==> config.mk <==
export PLATFORM = sky130hd
export DESIGN_NAME = pixel_fifo_ctrl
export DESIGN_NICKNAME = d
export VERILOG_FILES = /design/src/rtl/pixel_fifo_ctrl.sv
export SDC_FILE = /design/constraint.sdc
export NUM_CORES = 1
export LEC_CHECK = 0
export CELL_PAD_IN_SITES_DETAIL_PLACEMENT = 0
export CELL_PAD_IN_SITES_GLOBAL_PLACEMENT = 2
export CORE_MARGIN = 4
export CORE_UTILIZATION = 24
export DETAILED_ROUTE_END_ITERATION = 12
export PLACE_DENSITY_LB_ADDON = 0.05
export SETUP_SLACK_MARGIN = 0.5
export SYNTH_ARGS = -nofsm -noshare
export SYNTH_HDL_FRONTEND = slang
export SYNTH_SLANG_ARGS = --single-unit
==> constraint.sdc <==
create_clock -name i_clk -period 3.7 [get_ports i_clk]
set_input_delay 0.37 -clock i_clk [delete_from_list [all_inputs] [get_ports i_clk]]
set_output_delay 0.37 -clock i_clk [all_outputs]
set_load 0.005 [all_outputs]
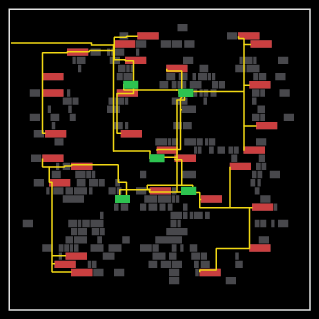
run_1/clk_routes.png
Scale: 3 px per um.
[yellow] clock wires | length: 588 um
[green] clock drivers | count: 5
[red] flip-flops | count: 29
flops lie: all over the die
clock network fraction of total power: 30.7%
Clk Latency, worst-skew pair: 0.28 ns
clock group total power: 0.299 mW
Max Clock Skew: 0.00378 ns

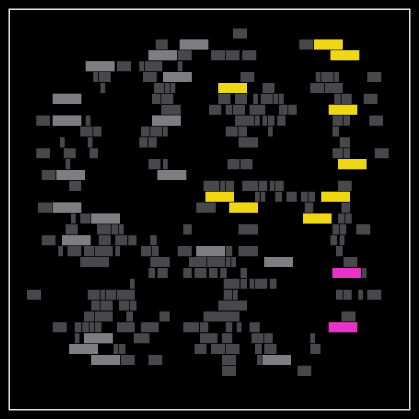
run_1/flops_by_reg.png
Scale: 4 px per um. Other sequential cells in the stronger gray, the rest of the logic in the fainter gray.
[yellow] `fptr_q` | flops: 9
[magenta] `state_q` | flops: 2
not colored: 18
Core Util, Final: 27.7%
register fraction of the total cell area: 25.5%
power dissipated in sequential cells: 0.372 mW

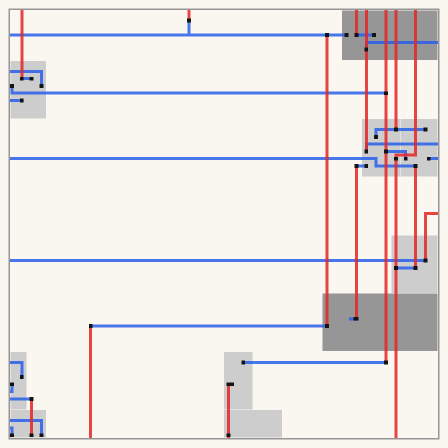
run_1/detail.png
Window x 65 to 85, y 15 to 35 um. Cells in gray, sequential cells in the stronger gray; small squares are vias.
[blue] metal 1
[red] metal 2
sequential cells in the window: 2
cells with their middle in the window: 7
most frequent: dfxtp_1 (2)

==> flow report, run 1 <==
GLOBAL ROUTING
------------------------------------------------------------------------------------
Initial antenna violation count .......................................            0
Global Route Usage Sum ................................................        11.1%
Grt total ovfl ........................................................            0

YOSYS
------------------------------------------------------------------------------------
Proportion of synthesized flip-flops having asynchronous set or reset .           0%
Ys flop type ..........................................................      dfxtp_1

POWER AND IR DROP
------------------------------------------------------------------------------------
Peak VDD IR ...........................................................     0.127 mV
Internal portion of total power .......................................     0.652 mW
Net switching component of the power ..................................     0.322 mW

CLOCK NETWORK
------------------------------------------------------------------------------------
H-tree depth ..........................................................            2
Number of clock sinks seen by CTS .....................................           29
Clock tree from TritonCTS .............................................         done
Number of hold buffers added after cts ................................            0

TIMING
------------------------------------------------------------------------------------
Final-report max-slew violation count .................................            0
Setup-violating endpoint count in the final report ....................            0

DIE
------------------------------------------------------------------------------------
Ports .................................................................           81
Total number of placement rows ........................................           33
Die height ............................................................      99.7 um
Core Region ...........................................................  0.00822 mm2

HOLD PATH
------------------------------------------------------------------------------------
Worst hold path class ................................................. register to register

ROUTING
------------------------------------------------------------------------------------
Number of DRC markers in iteration 0 ..................................           65

FINAL LAYOUT
------------------------------------------------------------------------------------
Layout overhead on the synthesized area ...............................        12.7%

SETUP PATH
------------------------------------------------------------------------------------
Reg2reg path depth ....................................................           11
Startpoint kind of the worst setup timing path ........................     register
Setup CP Type ......................................................... register to register

PLACEMENT
------------------------------------------------------------------------------------
HPWL after DPL ........................................................      3760 um
Weighted congestion at the end of routability-driven global placement .        0.725

RUN STATUS
------------------------------------------------------------------------------------
Result of the run .....................................................    completed

==> run 1: what timing repair did <==
item,in CTS,in global routing
buffers inserted,0,1
setup endpoints to repair,4,4
resized,2,6
pin swaps,0,3
==> run 1: logic make-up after synthesis <==
family / after synthesis / share of synthesized area, %
and+or+nand+nor: 82 / 20.8
xor gates and xnor gates: 20 / 8.67
adders and majority gates: 11 / 7.19
AOI/OAI and AO/OA: 38 / 12.3
buffers and inverters: 54 / 19.1
DFF: 29 / 28.7
muxes: 6 / 3.16
==> run 1: cell type report <==
type | count | area (um2)
flip-flops and latches | 29 | 581
repair buffers | 36 | 363
fillers | 889 | 5940
clock buffers | 7 | 96.3
inverters | 6 | 22.5
multi-input cells | 157 | 1080
well taps | 105 | 131
clock inverters | 1 | 5.00
==> run 1: metrics by stage <==
step / total power [mW] / instance area, um2 / util [%] / hold WS, ns / worst slack [ns]
after floorplan: 0.601 / 2020 / - / 0.447 / 0.541
after global placement: 0.675 / 2130 / 25.9 / 0.498 / 0.395
after detailed placement: 0.675 / 2130 / 25.9 / 0.503 / 0.326
after CTS: 0.992 / 2240 / 27.3 / 0.516 / 0.504
after global routing: 1.05 / 2280 / 27.7 / 0.568 / 0.527
final: 0.974 / 2280 / 27.7 / 0.516 / 0.642
==> run 1: synthesized netlist by cell type, types with 5 or more instances <==
cell	instances	area, um2
nor3_1	8	40.0
xor2_1	18	158
nand2_1	11	41.3
inv_1	6	22.5
a21oi_1	11	55.1
nand4_1	5	31.3
nor4_1	6	37.5
dfxtp_1	29	581
buf_4	41	308
o21ai_0	9	45.0
nor2_1	27	101
and3_1	5	31.3
nand3_1	5	25.0
ha_1	10	125
==> run 1: power groups by stage <==
stage               sequential (mW)  combinational [mW]  clock, mW
floorplan                     0.373               0.228          0
global placement              0.378               0.297          0
finish                        0.372               0.304      0.299
global route                  0.377               0.347      0.329
CTS                           0.372               0.300      0.320
detailed placement            0.379               0.296          0
==> run 1: worst max-delay path, stage by stage, from the launching register on <==
cell      delay [ns]
dfxtp_1         0.34
or4_4           0.54
o41a_1          0.42
nand2_2         0.11
ha_4            0.18
buf_12          0.12
ha_1            0.21
a21o_1          0.19
a22o_1          0.24
o221a_2         0.27
o21ai_0         0.15
o311ai_0        0.14
==> run 1: metal layers <==
layer,vias up,global-route usage (%),part of all wire [%]
li1,796,-,-
met1,745,14.9,50
met2,41,17.0,43
met3,9,3.72,5.2
met4,0,3.36,1.4
met5,-,0,0
run_1/congestion.png
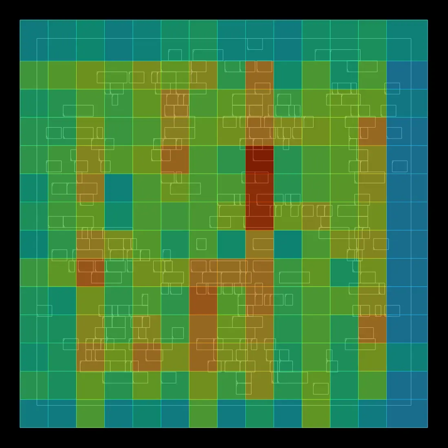

==> inputs of run 2 (changes only) <==
--- a/config.mk
+++ b/config.mk
@@ -8,7 +8,7 @@
 export CELL_PAD_IN_SITES_DETAIL_PLACEMENT = 0
 export CELL_PAD_IN_SITES_GLOBAL_PLACEMENT = 2
 export CORE_MARGIN = 4
-export CORE_UTILIZATION = 24
+export CORE_UTILIZATION = 22
 export DETAILED_ROUTE_END_ITERATION = 12
 export PLACE_DENSITY_LB_ADDON = 0.05
 export SETUP_SLACK_MARGIN = 0.5
==> constraint.sdc (replaced) <==
create_clock -name i_clk -period 2.8 [get_ports i_clk]
set_input_delay 0.28 -clock i_clk [delete_from_list [all_inputs] [get_ports i_clk]]
set_output_delay 0.28 -clock i_clk [all_outputs]
set_load 0.005 [all_outputs]
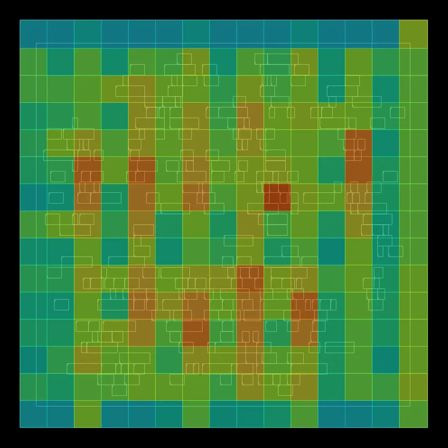
run_2/congestion.png
gr busiest metal: met2
global-route met1 utilization: 15.3%
Core Util, Final: 29.9%

==> run 2 against run 1 <==
- global-route usage down 0.53 points
- critical path type unchanged
- flip-flop count did not move
- critical path depth decreased by 1
- largest cell class unchanged
==> flow report, run 2 <==
DIE
------------------------------------------------------------------------------------
Total number of placement rows ........................................           34
Ports .................................................................           81
Die height ............................................................       104 um

PLACEMENT
------------------------------------------------------------------------------------
Instance area after placement .........................................  0.00233 mm2

FINAL LAYOUT
------------------------------------------------------------------------------------
Comb. cell area .......................................................  0.00125 mm2
Post-layout instance area .............................................  0.00263 mm2
Layout overhead on the synthesized area ...............................        30.2%
Sequential cell area ..................................................      604 um2
Number of fillers in the final layout .................................          963

YOSYS
------------------------------------------------------------------------------------
Most instantiated library cell after synthesis ........................        buf_4
Cells taking the most area after synthesis ............................ dfxtp_1, buf_4, xor2_1
Most used standard cells in the synthesized netlist ................... buf_4, dfxtp_1, nor2_1, xor2_1
Proportion of synthesized flip-flops having asynchronous set or reset .           0%
Area fraction of the dominant cell type after synthesis ...............        28.7%
Cell type contributing the most total cell area after synthesis .......      dfxtp_1

POWER AND IR DROP
------------------------------------------------------------------------------------
Peak VDD IR ...........................................................     0.156 mV

RUN STATUS
------------------------------------------------------------------------------------
Result of the run .....................................................    completed

CLOCK NETWORK
------------------------------------------------------------------------------------
Clk Latency, worst-skew pair ..........................................      0.28 ns

SETUP PATH
------------------------------------------------------------------------------------
Reg2reg path depth ....................................................           10
Family with the most delay on the worst path .......................... AND-OR/OR-AND gates
Setup CP Type ......................................................... register to register
Sum of buffers and inverters on the critical path .....................            0
Critical Path Slowest Stage Cell ......................................        or4_4

GLOBAL ROUTING
------------------------------------------------------------------------------------
Global Route Usage Sum ................................................        10.6%

TIMING
------------------------------------------------------------------------------------
Setup-violating endpoint count in the final report ....................            0

run 2: netlist changes by cell type in the layout (fill, tap and decap cells not counted), sizes merged:
cell | previous run | this run
buf | 4 | 27
clkbuf | 7 | 8
clkdlybuf4s50 | 32 | 30
run 2: repair_timing:
item,CTS,global route
hold buffers,0,0
buffers inserted,7,1
endpoints found under the setup margin,10,11
pin swaps,18,15
resized,24,23
run 2: worst register-to-register path: stages, from the launching register on:
cell and delay [ns]:
dfxtp_2 0.32, or4_4 0.53, o41a_1 0.38, nand2_4 0.09, ha_4 0.22, fa_2 0.29, a211oi_4 0.08, o21bai_1 0.14
a21oi_1 0.09, and3_1 0.19, a311o_1 0.31
run 2: layout make-up:
class	instances	share of cell area (%)
flip-flops and latches	29	23.0
multi-input cells	157	47.4
inverters	6	0.856
repair buffers	58	19.8
clock buffers	7	3.66
well taps	108	5.14
clock inverters	1	0.190
run 2: kinds of logic (layout without fill, tap and decap cells):
logic type	Yosys count	in the layout	share of synthesized area [%]
and+or+nand+nor	82	82	20.8
buffers and inverters	54	72	19.1
AOI/OAI and AO/OA	38	38	12.3
DFF	29	29	28.7
xor gates and xnor gates	20	20	8.67
adders and majority gates	11	11	7.19
muxes	6	6	3.16
run 2: metal layers:
metal / global-route usage [%] / share of wire (%) / up-vias
met2: 15.4 / 42 / 32
met4: 2.94 / 0.74 / 0
met5: 0 / 0 / -
met1: 15.3 / 51 / 792
met3: 2.92 / 5.8 / 6
li1: - / - / 839
run 2: per-stage QoR:
stage / setup WS (ns) / setup TNS (ns) / instances / hold slack, ns
final: 0.0569 / 0 / 366 / 0.528
after CTS: -0.0439 / -0.0909 / 365 / 0.553
after global placement: -0.00282 / -0.00282 / 350 / 0.516
after detailed placement: -0.0248 / -0.0452 / 350 / 0.535
after global routing: -0.0897 / -0.231 / 366 / 0.545
after floorplan: 0.0312 / 0 / 240 / 0.357
run 2: report_power, final:
| part | internal (mW) | leakage (nW) | switching (mW) | total (mW) |
|---|---|---|---|---|
| logic | 0.266 | 0.791 | 0.255 | 0.521 |
| clock network | 0.222 | 0.0542 | 0.178 | 0.401 |
| registers | 0.451 | 0.243 | 0.0370 | 0.488 |
| total | 0.939 | 1.09 | 0.471 | 1.41 |
Power and IR drop assume default switching activity.
